<file path="config.mk">
export PLATFORM = sky130hd
export DESIGN_NAME = store_drain_flat
export DESIGN_NICKNAME = d
export VERILOG_FILES = /design/src/rtl/store_drain_if.sv /design/src/rtl/store_drain.sv /design/src/flat_wrapper.sv
export SDC_FILE = /design/constraint.sdc
export NUM_CORES = 1
export LEC_CHECK = 0
export CAP_MARGIN = 0
export CELL_PAD_IN_SITES_DETAIL_PLACEMENT = 0
export CELL_PAD_IN_SITES_GLOBAL_PLACEMENT = 2
export CORE_MARGIN = 1
export CORE_UTILIZATION = 29
export CTS_BUF_LIST = sky130_fd_sc_hd__clkbuf_4
export CTS_CLUSTER_SIZE = 24
export DETAILED_ROUTE_END_ITERATION = 16
export GPL_TIMING_DRIVEN = 0
export MAX_ROUTING_LAYER = met4
export PLACE_DENSITY = 0.95
export SETUP_SLACK_MARGIN = 0.2
export SLEW_MARGIN = 40
export SYNTH_ARGS = -nofsm -noshare
export SYNTH_HDL_FRONTEND = slang
export SYNTH_SLANG_ARGS = --single-unit
</file>
<file path="constraint.sdc">
create_clock -name clk -period 6 [get_ports clk]
set_clock_uncertainty 0.2 [all_clocks]
set_input_delay 1.5 -clock clk [delete_from_list [all_inputs] [get_ports clk]]
set_output_delay 1.5 -clock clk [all_outputs]
set_load 0.1 [all_outputs]
</file>
<file path="src/rtl/store_drain_if.sv">
// Head-of-store-queue and L1 write-port signals shared by store_drain and its neighbours.
// master = the drain engine, slave = the queue/cache side.
interface store_drain_if #(
    parameter int STQ_SZ_EXP = 3,
    parameter int ADDR_W     = 30
);
    logic                  head_valid;
    logic [STQ_SZ_EXP-1:0] head_idx;
    logic [ADDR_W-1:0]     head_addr;
    logic [3:0]            head_mask;
    logic [31:0]           head_data;
    logic                  head_pop;

    logic                  cache_req;
    logic [ADDR_W-1:0]     cache_addr;
    logic [3:0]            cache_mask;
    logic [31:0]           cache_data;
    logic                  cache_gnt;
    logic                  cache_resp_valid;
    logic                  cache_resp_nack;

    modport master (
        input  head_valid, head_idx, head_addr, head_mask, head_data,
        output head_pop,
        output cache_req, cache_addr, cache_mask, cache_data,
        input  cache_gnt, cache_resp_valid, cache_resp_nack
    );

    modport slave (
        output head_valid, head_idx, head_addr, head_mask, head_data,
        input  head_pop,
        input  cache_req, cache_addr, cache_mask, cache_data,
        output cache_gnt, cache_resp_valid, cache_resp_nack
    );
endinterface

</file>
<file path="src/rtl/store_drain.sv">
// Drains committed store-queue head entries into the L1 data array, retrying nacked writes.
// Optional linear backoff between retries: define STORE_DRAIN_BACKOFF_EN.
//
// Handshakes: cache_req is held with stable cache_addr/mask/data until a cycle with
// cache_gnt=1; the write is then outstanding until a cycle with cache_resp_valid=1
// (nack qualified by valid). head_pop is a one-cycle pulse; the queue advances on that edge.
module store_drain #(
    parameter int STQ_SZ_EXP = 3,
    parameter int ADDR_W     = 30,
    parameter int MAX_RETRY  = 15
) (
    input  logic                  clk,
    input  logic                  rst_n,
    store_drain_if.master         bus,
    output logic                  busy,
    output logic                  drained,
    output logic                  err,
    output logic [STQ_SZ_EXP-1:0] err_idx,
    output logic [2:0]            state_dbg
);
    localparam int RW = $clog2(MAX_RETRY + 1);
    localparam logic [RW-1:0] RETRY_MAX = RW'(MAX_RETRY);

    typedef enum logic [2:0] {
        IDLE    = 3'd0,
        REQ     = 3'd1,
        WAIT    = 3'd2,
        ERR     = 3'd3
`ifdef STORE_DRAIN_BACKOFF_EN
        , BACKOFF = 3'd4
`endif
    } state_t;

    state_t                state, state_nxt;
    logic [ADDR_W-1:0]     hold_addr;
    logic [3:0]            hold_mask;
    logic [31:0]           hold_data;
    logic [STQ_SZ_EXP-1:0] hold_idx;
    logic [RW-1:0]         retry_cnt;
    logic [STQ_SZ_EXP-1:0] err_idx_q;
    logic                  do_latch;
    logic                  retry_inc;
    logic                  set_err;
    logic                  pop;
`ifdef STORE_DRAIN_BACKOFF_EN
    logic [RW-1:0]         bo_cnt;
`endif

    always_ff @(posedge clk or negedge rst_n) begin
        if (!rst_n) state <= IDLE;
        else        state <= state_nxt;
    end

    always_comb begin
        state_nxt = state;
        do_latch  = 1'b0;
        retry_inc = 1'b0;
        set_err   = 1'b0;
        pop       = 1'b0;
        case (state)
            IDLE: begin
                if (bus.head_valid) begin
                    if (bus.head_mask != 4'h0) begin
                        do_latch  = 1'b1;
                        state_nxt = REQ;
                    end else begin
                        // Nothing to write: retire the entry without touching the cache.
                        pop = 1'b1;
                    end
                end
            end
            REQ: begin
                if (bus.cache_gnt) state_nxt = WAIT;
            end
            WAIT: begin
                if (bus.cache_resp_valid) begin
                    if (!bus.cache_resp_nack) begin
                        pop       = 1'b1;
                        state_nxt = IDLE;
                    end else if (retry_cnt == RETRY_MAX) begin
                        set_err   = 1'b1;
                        state_nxt = ERR;
                    end else begin
                        retry_inc = 1'b1;
`ifdef STORE_DRAIN_BACKOFF_EN
                        state_nxt = BACKOFF;
`else
                        state_nxt = REQ;
`endif
                    end
                end
            end
`ifdef STORE_DRAIN_BACKOFF_EN
            BACKOFF: begin
                if (bo_cnt <= RW'(1)) state_nxt = REQ;
            end
`endif
            ERR: state_nxt = ERR;
            default: state_nxt = IDLE;
        endcase
    end

    always_ff @(posedge clk or negedge rst_n) begin
        if (!rst_n) begin
            hold_addr <= '0;
            hold_mask <= '0;
            hold_data <= '0;
            hold_idx  <= '0;
            retry_cnt <= '0;
            err_idx_q <= '0;
        end else begin
            if (do_latch) begin
                hold_addr <= bus.head_addr;
                hold_mask <= bus.head_mask;
                hold_data <= bus.head_data;
                hold_idx  <= bus.head_idx;
                retry_cnt <= '0;
            end else if (retry_inc && retry_cnt != RETRY_MAX) begin
                retry_cnt <= retry_cnt + 1'b1;
            end
            if (set_err) err_idx_q <= hold_idx;
        end
    end

`ifdef STORE_DRAIN_BACKOFF_EN
    // The Nth nack waits N cycles: load the post-increment retry count, then count down.
    always_ff @(posedge clk or negedge rst_n) begin
        if (!rst_n) begin
            bo_cnt <= '0;
        end else if (retry_inc) begin
            bo_cnt <= retry_cnt + 1'b1;
        end else if (state == BACKOFF && bo_cnt != '0) begin
            bo_cnt <= bo_cnt - 1'b1;
        end
    end
`endif

    // Gate with rst_n so a zero-mask head cannot pop while reset is held.
    assign bus.head_pop   = pop && rst_n;
    assign bus.cache_req  = (state == REQ);
    assign bus.cache_addr = hold_addr;
    assign bus.cache_mask = hold_mask;
    assign bus.cache_data = hold_data;

    assign busy      = (state != IDLE);
    assign drained   = (state == IDLE) && !bus.head_valid;
    assign err       = (state == ERR);
    assign err_idx   = err_idx_q;
    assign state_dbg = state;
endmodule

</file>
<file path="src/flat_wrapper.sv">
// flat-port wrapper written by rule: the top's interface ports become plain ports
module store_drain_flat 
#(
    parameter int STQ_SZ_EXP = 3,
    parameter int ADDR_W     = 30,
    parameter int MAX_RETRY  = 15
)
  (clk, rst_n, busy, drained, err, err_idx, state_dbg, bus_head_valid, bus_head_idx, bus_head_addr, bus_head_mask, bus_head_data, bus_head_pop, bus_cache_req, bus_cache_addr, bus_cache_mask, bus_cache_data, bus_cache_gnt, bus_cache_resp_valid, bus_cache_resp_nack);
  store_drain_if #(.STQ_SZ_EXP(STQ_SZ_EXP), .ADDR_W(ADDR_W)) bus_i ();
  input  logic clk;
  input  logic rst_n;
  output logic busy;
  output logic drained;
  output logic err;
  output logic [STQ_SZ_EXP-1:0] err_idx;
  output logic [2:0] state_dbg;
  input wire logic [$bits(bus_i.head_valid)-1:0] bus_head_valid;
  input wire logic [$bits(bus_i.head_idx)-1:0] bus_head_idx;
  input wire logic [$bits(bus_i.head_addr)-1:0] bus_head_addr;
  input wire logic [$bits(bus_i.head_mask)-1:0] bus_head_mask;
  input wire logic [$bits(bus_i.head_data)-1:0] bus_head_data;
  output wire logic [$bits(bus_i.head_pop)-1:0] bus_head_pop;
  output wire logic [$bits(bus_i.cache_req)-1:0] bus_cache_req;
  output wire logic [$bits(bus_i.cache_addr)-1:0] bus_cache_addr;
  output wire logic [$bits(bus_i.cache_mask)-1:0] bus_cache_mask;
  output wire logic [$bits(bus_i.cache_data)-1:0] bus_cache_data;
  input wire logic [$bits(bus_i.cache_gnt)-1:0] bus_cache_gnt;
  input wire logic [$bits(bus_i.cache_resp_valid)-1:0] bus_cache_resp_valid;
  input wire logic [$bits(bus_i.cache_resp_nack)-1:0] bus_cache_resp_nack;
  assign bus_i.head_valid = bus_head_valid;
  assign bus_i.head_idx = bus_head_idx;
  assign bus_i.head_addr = bus_head_addr;
  assign bus_i.head_mask = bus_head_mask;
  assign bus_i.head_data = bus_head_data;
  assign bus_head_pop = bus_i.head_pop;
  assign bus_cache_req = bus_i.cache_req;
  assign bus_cache_addr = bus_i.cache_addr;
  assign bus_cache_mask = bus_i.cache_mask;
  assign bus_cache_data = bus_i.cache_data;
  assign bus_i.cache_gnt = bus_cache_gnt;
  assign bus_i.cache_resp_valid = bus_cache_resp_valid;
  assign bus_i.cache_resp_nack = bus_cache_resp_nack;
  store_drain #(.STQ_SZ_EXP(STQ_SZ_EXP), .ADDR_W(ADDR_W), .MAX_RETRY(MAX_RETRY)) u_core (.clk(clk), .rst_n(rst_n), .bus(bus_i), .busy(busy), .drained(drained), .err(err), .err_idx(err_idx), .state_dbg(state_dbg));
endmodule
</file>
### Zoomed window

Region (41, 41) to (66, 66) um. Cells in gray, sequential cells in the stronger gray; small squares are vias.
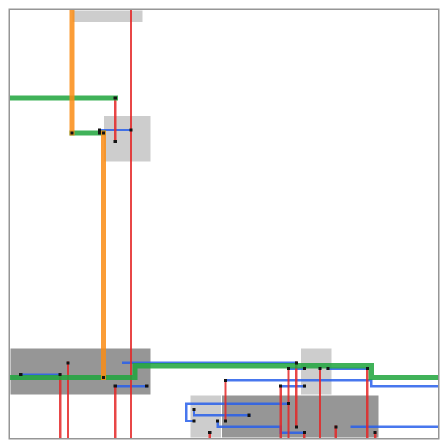
Key: metal 4 = orange; metal 1 = blue; metal 2 = red; metal 3 = green
5 logic cells have their middle in the window. Sequential cells in the window: 2. Netlist names of flops here include u_core.hold_idx (1), u_core.retry_cnt (1). Most frequent: a21oi_1 (2), dfrtp_1 (2), clkbuf_4 (1).

==> impl_metrics.env <==
# source this file to load flow results
export IMPL_yosys_area_share_aoi_pct=2.98
export IMPL_crit_path_category="in -> out"
export IMPL_timing_rr_start="u_core.state_dbg[0]"
export IMPL_wire_per_inst_um=14.4
export IMPL_synth_area_mux_share_pct=27.0
export IMPL_grt_overflow=0
export IMPL_chipArea_sq_um=11300
export IMPL_place_hpwl_um=5390
export IMPL_nWellTaps=136
export IMPL_cp_num_cells=5
export IMPL_synth_xor_area_share_pct=0
export IMPL_flow_area_growth_from_synthesis_pct=46.4
export IMPL_comb_area_share_pct=24.1
export IMPL_clk_root_buffer_cell="sky130_fd_sc_hd__clkbuf_4"
export IMPL_dp_cells=488
export IMPL_status="finished clean"
export IMPL_drt_iter0_markers=60
export IMPL_io_pins=152
export IMPL_final_max_slew_viol_count=0
export IMPL_vias=2210
export IMPL_floorplan_initialDensity_pct=30.3
export IMPL_clock_tree_buffer_depth=2
export IMPL_critical_path_max_fanout=5
export IMPL_synthArstFlopShare_pct=100
export IMPL_design_seq_count=78
export IMPL_cp_launch_type="input port"
### Cell classes on the final placement

Drawn at 4 px/um. Fill, decap, tap and diode cells in gray.
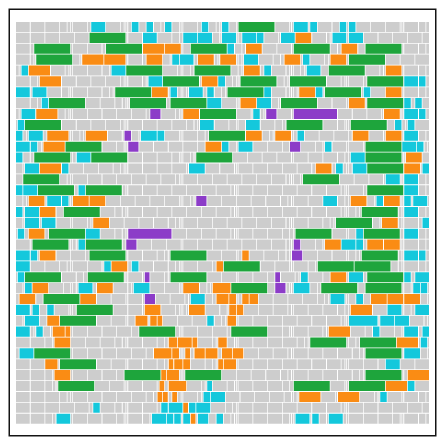
Key: clock drivers and dummy loads = purple [cells 15, share of their area 3.3%]; flops = green [cells 78, share of their area 44%]; other buffers and delay cells = cyan [cells 161, share of their area 27%]; combinational and other logic = orange [cells 113, share of their area 25%]

